===== config.mk =====
export PLATFORM = sky130hd
export DESIGN_NAME = chart_player_ctrl_flat
export DESIGN_NICKNAME = d
export VERILOG_FILES = /design/src/rtl/chart_pkg.sv /design/src/rtl/chart_player_ctrl_if.sv /design/src/rtl/beat_divider.sv /design/src/rtl/chart_player_ctrl.sv /design/src/flat_wrapper.sv
export SDC_FILE = /design/constraint.sdc
export NUM_CORES = 1
export LEC_CHECK = 0
export CAP_MARGIN = 30
export CORE_MARGIN = 2
export CORE_UTILIZATION = 23
export DETAILED_ROUTE_END_ITERATION = 16
export SYNTH_ARGS = -nofsm -noshare
export SYNTH_HDL_FRONTEND = slang
export SYNTH_HIERARCHICAL = 1
export SYNTH_SLANG_ARGS = --single-unit

===== constraint.sdc =====
create_clock -name clk -period 11.55 [get_ports clk]
set_input_delay 2.31 -clock clk [delete_from_list [all_inputs] [get_ports clk]]
set_output_delay 2.31 -clock clk [all_outputs]
set_load 0.01 [all_outputs]

===== src/rtl/chart_pkg.sv =====
// chart_pkg: shared state encoding, note codes and note-to-lane decode for the chart player.
package chart_pkg;
    typedef enum logic [2:0] {IDLE, COUNT, PLAY, TAIL, PAUSE} state_t;
    localparam logic [3:0] NOTE_REST = 4'd0;
    localparam logic [3:0] NOTE_L1 = 4'd1;
    localparam logic [3:0] NOTE_L2 = 4'd2;
    localparam logic [3:0] NOTE_L3 = 4'd3;
    localparam logic [3:0] NOTE_L4 = 4'd4;
    localparam logic [3:0] NOTE_L5 = 4'd5;
    // Lane 1 maps to the MSB of a LANES-wide key; out-of-range codes are rests.
    function automatic logic [15:0] note_key(input logic [3:0] code, input int lanes);
        return (code >= NOTE_L1 && int'(code) <= lanes) ? 16'(1) << (lanes - int'(code)) : '0;
    endfunction
endpackage


===== src/rtl/chart_player_ctrl_if.sv =====
// chart_player_ctrl_if: control, chart ROM and lane-key signals of the chart player.
interface chart_player_ctrl_if #(
    parameter int ADDR_W = 8,
    parameter int DIV_W = 24,
    parameter int LANES = 5
);
    logic start, pause, stop;
    logic [ADDR_W-1:0] song_len, rom_addr;
    logic [DIV_W-1:0] beat_div;
    logic [3:0] rom_note;
    logic [LANES-1:0] key;
    logic beat, busy, done;
    logic [2:0] countdown;
    modport master (
        output start, pause, stop, song_len, beat_div, rom_note,
        input rom_addr, key, beat, busy, done, countdown
    );
    modport slave (
        input start, pause, stop, song_len, beat_div, rom_note,
        output rom_addr, key, beat, busy, done, countdown
    );
endinterface


===== src/rtl/beat_divider.sv =====
// beat_divider: counts clocks per beat and flags the last clock of each beat.
module beat_divider #(
    parameter int DIV_W = 24
) (
    input logic clk,
    input logic rst_n,
    input logic clr,
    input logic en,
    input logic [DIV_W-1:0] div,
    output logic tick
);
    logic [DIV_W-1:0] div_cnt, d;
    assign d = (div == '0) ? DIV_W'(1) : div;
    assign tick = en && div_cnt == d - 1'b1;
    always_ff @(posedge clk or negedge rst_n) begin
        if (!rst_n) div_cnt <= '0;
        else if (clr) div_cnt <= '0;
        else if (en) div_cnt <= tick ? '0 : div_cnt + 1'b1;
    end
endmodule


===== src/rtl/chart_player_ctrl.sv =====
// chart_player_ctrl: beat-clocked chart ROM stepper with count-in, pause and lane-key decode.
module chart_player_ctrl
    import chart_pkg::*;
#(
    parameter int ADDR_W = 8,
    parameter int DIV_W = 24,
    parameter int LANES = 5,
    parameter int COUNT_BEATS = 4
) (
    input logic clk,
    input logic rst_n,
    chart_player_ctrl_if.slave bus
);
    state_t state, ret;
    logic [ADDR_W-1:0] len_q;
    logic [DIV_W-1:0] div_q;
    logic go, run, tick, last;
    assign go = bus.start && !bus.stop && state == IDLE;
    assign run = state inside {COUNT, PLAY, TAIL};
    assign last = bus.rom_addr == len_q;
    assign bus.beat = tick;
    beat_divider #(.DIV_W(DIV_W)) u_div (
        .clk(clk), .rst_n(rst_n), .clr(go || bus.stop), .en(run), .div(div_q), .tick(tick)
    );
    always_ff @(posedge clk or negedge rst_n) begin
        if (!rst_n) begin
            state <= IDLE;
            ret <= PLAY;
            len_q <= '0;
            div_q <= '0;
            bus.rom_addr <= '0;
            bus.key <= '0;
            bus.countdown <= '0;
            bus.busy <= 1'b0;
            bus.done <= 1'b0;
        end else begin
            bus.done <= 1'b0;
            if (bus.stop) begin
                state <= IDLE;
                bus.busy <= 1'b0;
                bus.rom_addr <= '0;
                bus.key <= '0;
                bus.countdown <= '0;
            end else begin
                case (state)
                    IDLE: if (go) begin
                        state <= COUNT;
                        bus.busy <= 1'b1;
                        bus.countdown <= 3'(COUNT_BEATS);
                        bus.rom_addr <= '0;
                        bus.key <= '0;
                        len_q <= bus.song_len;
                        div_q <= bus.beat_div;
                    end
                    COUNT: if (tick) begin
                        if (bus.countdown > 3'd1) bus.countdown <= bus.countdown - 3'd1;
                        else begin
                            bus.countdown <= '0;
                            bus.key <= LANES'(note_key(bus.rom_note, LANES));
                            state <= (len_q == '0) ? TAIL : PLAY;
                            bus.rom_addr <= (len_q == '0) ? '0 : ADDR_W'(1);
                        end
                    end
                    PLAY: if (tick) begin
                        bus.key <= LANES'(note_key(bus.rom_note, LANES));
                        if (last) state <= TAIL;
                        else bus.rom_addr <= bus.rom_addr + 1'b1;
                    end
                    TAIL: if (tick) begin
                        state <= IDLE;
                        bus.busy <= 1'b0;
                        bus.done <= 1'b1;
                        bus.key <= '0;
                        bus.rom_addr <= '0;
                    end
                    PAUSE: if (bus.pause) state <= ret;
                    default: state <= IDLE;
                endcase
                // A pause on a beat edge still takes that beat; the return state reflects it.
                if (bus.pause && (state == PLAY || (state == TAIL && !tick))) begin
                    state <= PAUSE;
                    ret <= (state == PLAY && tick && last) ? TAIL : state;
                end
            end
        end
    end
endmodule


===== src/flat_wrapper.sv =====
// flat-port wrapper written by rule: the top's interface ports become plain ports
module chart_player_ctrl_flat import chart_pkg::*;
#(
    parameter int ADDR_W = 8,
    parameter int DIV_W = 24,
    parameter int LANES = 5,
    parameter int COUNT_BEATS = 4
)
  (clk, rst_n, bus_start, bus_pause, bus_stop, bus_song_len, bus_beat_div, bus_rom_note, bus_rom_addr, bus_key, bus_beat, bus_busy, bus_done, bus_countdown);
  chart_player_ctrl_if #(.ADDR_W(ADDR_W), .DIV_W(DIV_W), .LANES(LANES)) bus_i ();
  input logic clk;
  input logic rst_n;
  input wire logic [$bits(bus_i.start)-1:0] bus_start;
  input wire logic [$bits(bus_i.pause)-1:0] bus_pause;
  input wire logic [$bits(bus_i.stop)-1:0] bus_stop;
  input wire logic [$bits(bus_i.song_len)-1:0] bus_song_len;
  input wire logic [$bits(bus_i.beat_div)-1:0] bus_beat_div;
  input wire logic [$bits(bus_i.rom_note)-1:0] bus_rom_note;
  output wire logic [$bits(bus_i.rom_addr)-1:0] bus_rom_addr;
  output wire logic [$bits(bus_i.key)-1:0] bus_key;
  output wire logic [$bits(bus_i.beat)-1:0] bus_beat;
  output wire logic [$bits(bus_i.busy)-1:0] bus_busy;
  output wire logic [$bits(bus_i.done)-1:0] bus_done;
  output wire logic [$bits(bus_i.countdown)-1:0] bus_countdown;
  assign bus_i.start = bus_start;
  assign bus_i.pause = bus_pause;
  assign bus_i.stop = bus_stop;
  assign bus_i.song_len = bus_song_len;
  assign bus_i.beat_div = bus_beat_div;
  assign bus_i.rom_note = bus_rom_note;
  assign bus_rom_addr = bus_i.rom_addr;
  assign bus_key = bus_i.key;
  assign bus_beat = bus_i.beat;
  assign bus_busy = bus_i.busy;
  assign bus_done = bus_i.done;
  assign bus_countdown = bus_i.countdown;
  chart_player_ctrl #(.ADDR_W(ADDR_W), .DIV_W(DIV_W), .LANES(LANES), .COUNT_BEATS(COUNT_BEATS)) u_core (.clk(clk), .rst_n(rst_n), .bus(bus_i));
endmodule

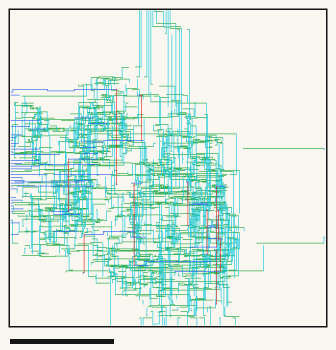
*Wiring by layer*
Bar = 50 µm.
[red] M4 | wire length: 278 µm
[green] M1 | wire length: 5850 µm
[blue] M3 | wire length: 636 µm
[cyan] M2 | wire length: 6140 µm
Vias: 4107
WL/cell: 15.1 µm
drt total wl: 12.9 mm
Total GRT Usage: 11.9%

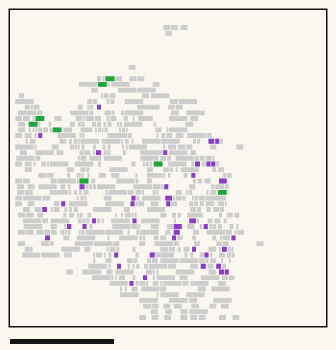
*Gate families picked out*
Bar = 50 µm.
[green] fa/ha/maj cells | cells: 8
[purple] and/or cells | cells: 42
logic share of the area: 45.3%
most numerous logic cell after layout: dfrtp_1

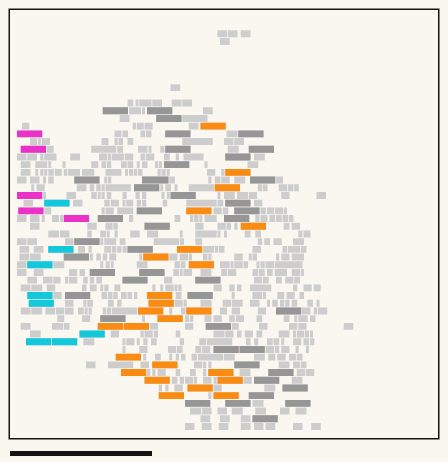
*Sequential cells colored by netlist name*
Bar = 50 µm. Other sequential cells in the stronger gray, the rest of the logic in the fainter gray.
[magenta] `u_core/bus.key` | placed flops: 5 | where: middle left
[cyan] `u_core/len_q` | placed flops: 8
[orange] `u_core/u_div/div_cnt` | placed flops: 24
not colored: 43
Seq area share: 32.6%
Final Util: 29.0%
Sequential Area: 2000 µm²

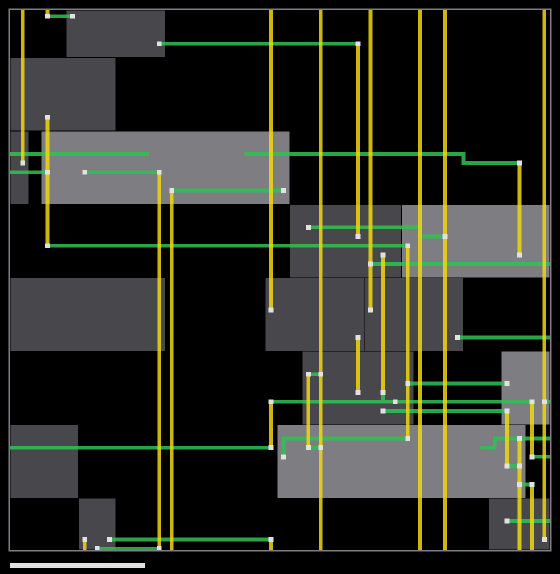
*A small window of the routed layout*
Bar = 5 µm. Region (66, 96) to (86, 116) µm. Cells in gray, sequential cells in the stronger gray; small squares are vias.
[green] M1
[yellow] M2
most frequent: clkdlybuf4s50_1 (3), mux2_2 (3), dfrtp_1 (3)
cells with their middle in the window: 11
netlist names of flops here include: `u_core/div_q` (2), `u_core/u_div/div_cnt` (1)
sequential cells in the window: 3

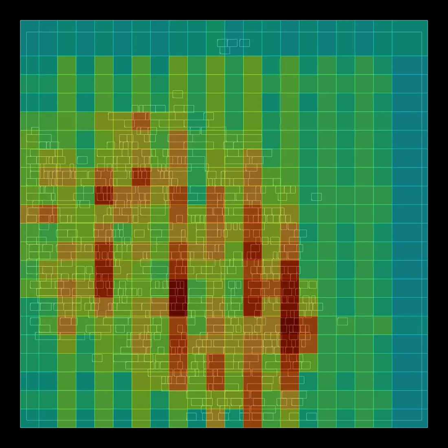
*Routing congestion*
met2 Usage GRT: 19.3%
met3 GRT Util: 2.35%
gr busiest metal: met2
met1 GRT Util: 15.6%

==> flow_summary.yaml <==
# physical design summary
clock_tree:
  cts_tree: "built"
  ctsResizeCount: 0
  htree_levels: 3
  cts.clk_slew.worst_paths_ns: 0.06
  cts_buffers: 9
  clock_latency_ns: 0.34
yosys:
  largest_area_cell: "dfrtp_1"
  synth.distinct_cells: 74
  avgSynthCellArea_um2: 9.55
  ys_sh_adder_pct: 2.01
  synth_warnings: 6
  fp_nets: 571
  edf_count: 0
  ys_sh_xor_pct: 9.82
  yosys_cells: 522
  synthMuxAreaShare_pct: 7.86
  area_leaders: "dfrtp_1 (40%), mux2_2 (6.6%), xnor2_1 (4.9%), xor2_1 (4.6%), nor2_1 (4.1%)"
  synth.cellmix.simpleShare_pct: 22.9
  yosys_area_um2: 4980
  synth.top_cell.area_share_pct: 39.7
  mappedNetlistArea_um2: 4980
finish:
  drive_gt1_share_pct: 12.3
  buf_share_pct: 10.2
  clock_cell_area_share_pct: 5.24
  area_growth_syn_to_layout_pct: 23.2
  n_fill_cell: 2168
  logic_area_um2: 2780
  layout_top_cells: "dfrtp_1 (79), clkdlybuf4s50_1 (58), nor2_1 (54)"
  n_all_buffers: 62
  fin_nets: 621
  seq_cells: 80
  nClkBuffers: 9
  top_regs: "u_core/div_q: 24 flops, u_core/u_div/div_cnt: 24 flops"
detailed_routing:
  ant_nets: 0
  wl_met1_mm: 5.85
  highest_layer: "met4"
  viasPerCell: 4.82
  wl_met2_mm: 6.14
min_path:
  hold_path_depth: 2
  worstHoldStart: "u_core/bus.key[2]"
  min_delay_worst_endpoint: "u_core/bus.key[2]"
worst_setup_path:
  critPathTopFamily: "simple AND/OR/NAND/NOR gates"
  reg2reg_to: "u_core/bus.rom_addr[5]"
  worstSetupEndpointType: "output port"
  rrSetupSlack_ns: 6.52
  critPathKind: "reg2out"
  endpoint: "bus_beat"
  reg2reg_from: "u_core/div_q[3]"
  cp_slowest_cell: "or4_1"
  crit_path_max_incr_delay_ns: 0.67
  worstPathRequired_ns: 9.24
timing:
  rsz0062_at_grt: "no"
  setup_viol: 0
  holdWs_ns: 0.489
  fin_skew_ns: 0.00854
  drv_slew: 0
  finalHoldViolations: 0
  finalCritPeriodShare_pct: 60.8
floorplanning:
  pin_count: 60
  die_area_um2: 22900
  tap-cell-count: 275
  die_h_um: 151
place:
  pre_cts_slack_ns: 4.91
  place_congestion: 0.841
  port_buffers: 59
  place_hpwl_mm: 9.81
power:
  power_frac_seq_pct: 39.7
  p_comb_uw: 413
  p_clk_uw: 305
  switchingPower_uw: 447
  ir_drop_uv: 72.7
  total_power_uw: 1190
global_route:
  overflow: 0
  grt_pass1_wl_mm: 21.3
  grt_pass1_vias: 4054
status:
  outcome: "complete, no violations"
flow_run:
  warnings: 28
No activity file was given, so power comes from the tool's default toggle rates.
